==> config.mk <==
export PLATFORM = sky130hd
export DESIGN_NAME = wb_port_arb
export DESIGN_NICKNAME = d
export VERILOG_FILES = /design/src/rtl/wb_port_arb.sv
export SDC_FILE = /design/constraint.sdc
export NUM_CORES = 1
export LEC_CHECK = 0
export ABC_AREA = 1
export CORE_MARGIN = 5
export CORE_UTILIZATION = 42
export DETAILED_ROUTE_END_ITERATION = 10
export GPL_TIMING_DRIVEN = 0
export PLACE_DENSITY = 0.92
export REMOVE_ABC_BUFFERS = 1
export SYNTH_ARGS = -nofsm -noshare
export SYNTH_HDL_FRONTEND = slang
export SYNTH_SLANG_ARGS = --single-unit
==> constraint.sdc <==
create_clock -name clk -period 1.4 [get_ports clk]
set_input_delay 0.14 -clock clk [delete_from_list [all_inputs] [get_ports clk]]
set_output_delay 0.14 -clock clk [all_outputs]
set_load 0.02 [all_outputs]
Fig. 1: gate families picked out
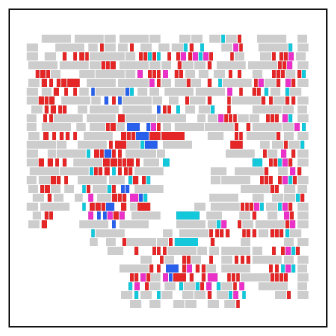
- blue: NOR gates (cells 19; most used nor2_1)
- cyan: inverters (cells 50; most used inv_1)
- red: NAND gates (cells 225; most used nand2_1; where spread over the die)
- magenta: inverting AOI/OAI gates (cells 40; most used o21ai_0)
Comb/total area: 0.262
final std cells w/o fill: 668
most numerous logic cell after layout: nand2_1

Fig. 2: drive-strength map
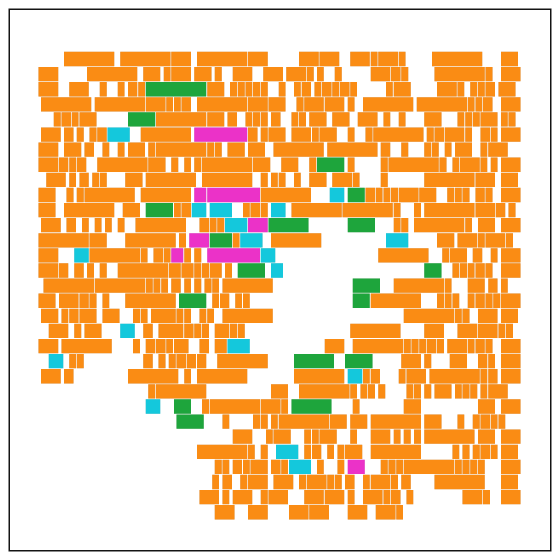
- green: drive 6 and up (cells 18; most used clkbuf_8)
- orange: drive 1 or less (cells 525; most used nand2_1)
- cyan: drive 3 to 4 (cells 18; most used buf_4)
- magenta: drive 2 (cells 8)
post-route design area: 0.00493 mm²
nonclk buf count: 149
area grow syn2layout: 54.3%
Setup WS post-layout: 0.0509 ns

==> out/qor.csv <==
metric;value;unit
peakVddDrop;0.00134;V
final_util;0.673;
initialDrtViolationCount;151;
power_density;1690;mW/mm²
slowest_stage;dfstp_2;
synth_flops;67;
yosysUniqueCellTypes;22;
fin_crit_sh;0.964;
ys_sh_xor;0;
final_hold_viol_count;0;
cts_hold_buf;1;
syn_inst;421;
status;completed;
ys_top_logic_family;simple AND/OR/NAND/NOR gates;
yosysTopAreaCell;dfrtp_1;
cts.htree.levels;3;
cts_tree;built;
antenna_found_initial;0;
post-dp-hpwl;6430;µm
tightestPinTransition;0.845;ns
hp-class;in -> reg;
flop_cell;dfrtp_1;
netlist_area;0.00320;mm²
max_stage_delay;0.57;ns
wl_per_cell;14.2;µm
fin_tns_setup;0;ns
required;1.63;ns
initial_core_util;0.436;
post_cts_buffers;2;
drt_pass1_iterations;5;
r2r_setup_slack;0.05;ns
cp.depth;7;
skew;0.0122;ns
placed_cell_area;0.00463;mm²
cp_top_family;flip-flops;
end_kind;flop;
pwr.group.clock;1.68;mW
slew_violations;0;
power_top_consumer;combinational cells;
ios;144;
final_nets;654;
yosys_warnings;0;
path_cells;nand2_1 > nand2_4 > inv_6 > nand2_1 > o21ai_0 > nand2_1 > nand2_1;
antenna_left;0;
ys_seq_share;0.525;
arrival;1.58;ns
diodes;0;
max_freq;741;MHz
leakage;2.65;nW
crit_type;reg -> reg;
via_per_inst;4.77;
clockRootBuffer;clkbuf_8;
synth_area_per_cell;7.59;µm²
clk_pin_slew;0.09;ns
ys_area;0.00320;mm²
portBuffers;143;
sequentialPower;3.11;mW
postRouteWirelength;9510;µm
rsz0062_at_grt;true;
clock.latency.late_pin;0.34;ns
combPwrFrac;0.428;
via_count;3186;
reg2regPathDepth;7;
grt_start_max_net_pins;68;
p_sw;3.46;mW
critPathMaxFanout;33;
die_h;97.2;µm
cts_num_sinks;67;
seq_power_share;0.372;
p_sw_frac;0.414;
drive_gt1_frac;0.0773;
finalSetupViolCount;0;
die_w;97.2;µm
p_int;4.90;mW
adder_share;0.00783;
grt_first_pass_wirelength;14800;µm
lay_top_cells;189 x nand2_1, 85 x clkdlybuf4s50_1, 64 x dfrtp_1;
core;0.00733;mm²
grt.overflow.total;0;
clockPowerShare;0.201;
maxCapViolations;0;
tool_warnings;28;
top_cell;nand2_1;
drc;0;
rows;31;
dp_slack;-0.914;ns
yosysTopAreaCellShare;0.517;
cp.buffers_inverters;1;
topCellsByArea;dfrtp_1 52%, nand2_1 23%, o21ai_0 5.8%, inv_1 5.4%, nand3_1 4.1%;
grt_pass1_vias;3082;
cp_common_cell;nand2_1;
synth_async_sr_flop_share;1.00;
ys_top_cells_by_count;192 x nand2_1, 66 x dfrtp_1, 46 x inv_1;
ys_cells;421;
mux_area_frac;0;
critPathLaunchType;flop;
edf_count;0;
max_slew_margin;0.437;
ff_latch_area;0.00168;mm²
ys_sh_simple;0.309;
fillers;583;
track_usage;0.190;
cts_resized;75;
cts-buffers-inserted;9;
ys_sh_aoi;0.0634;
whs_path_depth;3;
post-route-min-period;1.35;ns
total_power;8.36;mW
clockBufferDepth;2;
place_congestion;0.850;
design.die.area;0.00945;mm²
pg_comb;3.58;mW
logic_area;0.00129;mm²
[layout make-up]
type                       count  area share
clock inverter                 7      0.0167
tap                           99      0.0251
inverter                      49      0.0444
sequential                    67       0.341
timing repair buffer         149       0.285
timing repair inverter         1     0.00178
clock buffer                   9      0.0251
multi-input combinational    287       0.262
[through the flow]
stage / cells / hold slack [ns]
floorplan: 402 / -0.156
global placement: 644 / 0.453
detailed placement: 644 / 0.295
CTS: 663 / 0.331
global route: 668 / 0.330
finish: 668 / 0.344
[per-layer routing]
layer  wire length (µm)  track usage
met5                  0            0
met4                176       0.0692
met3                752       0.0553
met2               4780        0.330
met1               3800        0.223
[cells by family after synthesis]
group                      count (synthesis)
buffers and inverters                     68
adders and majority gates                  2
AOI/OAI and AO/OA                         40
and+or+nand+nor                          244
DFF                                       67
Power figures rest on the tool's default switching activity, not on a simulated workload.
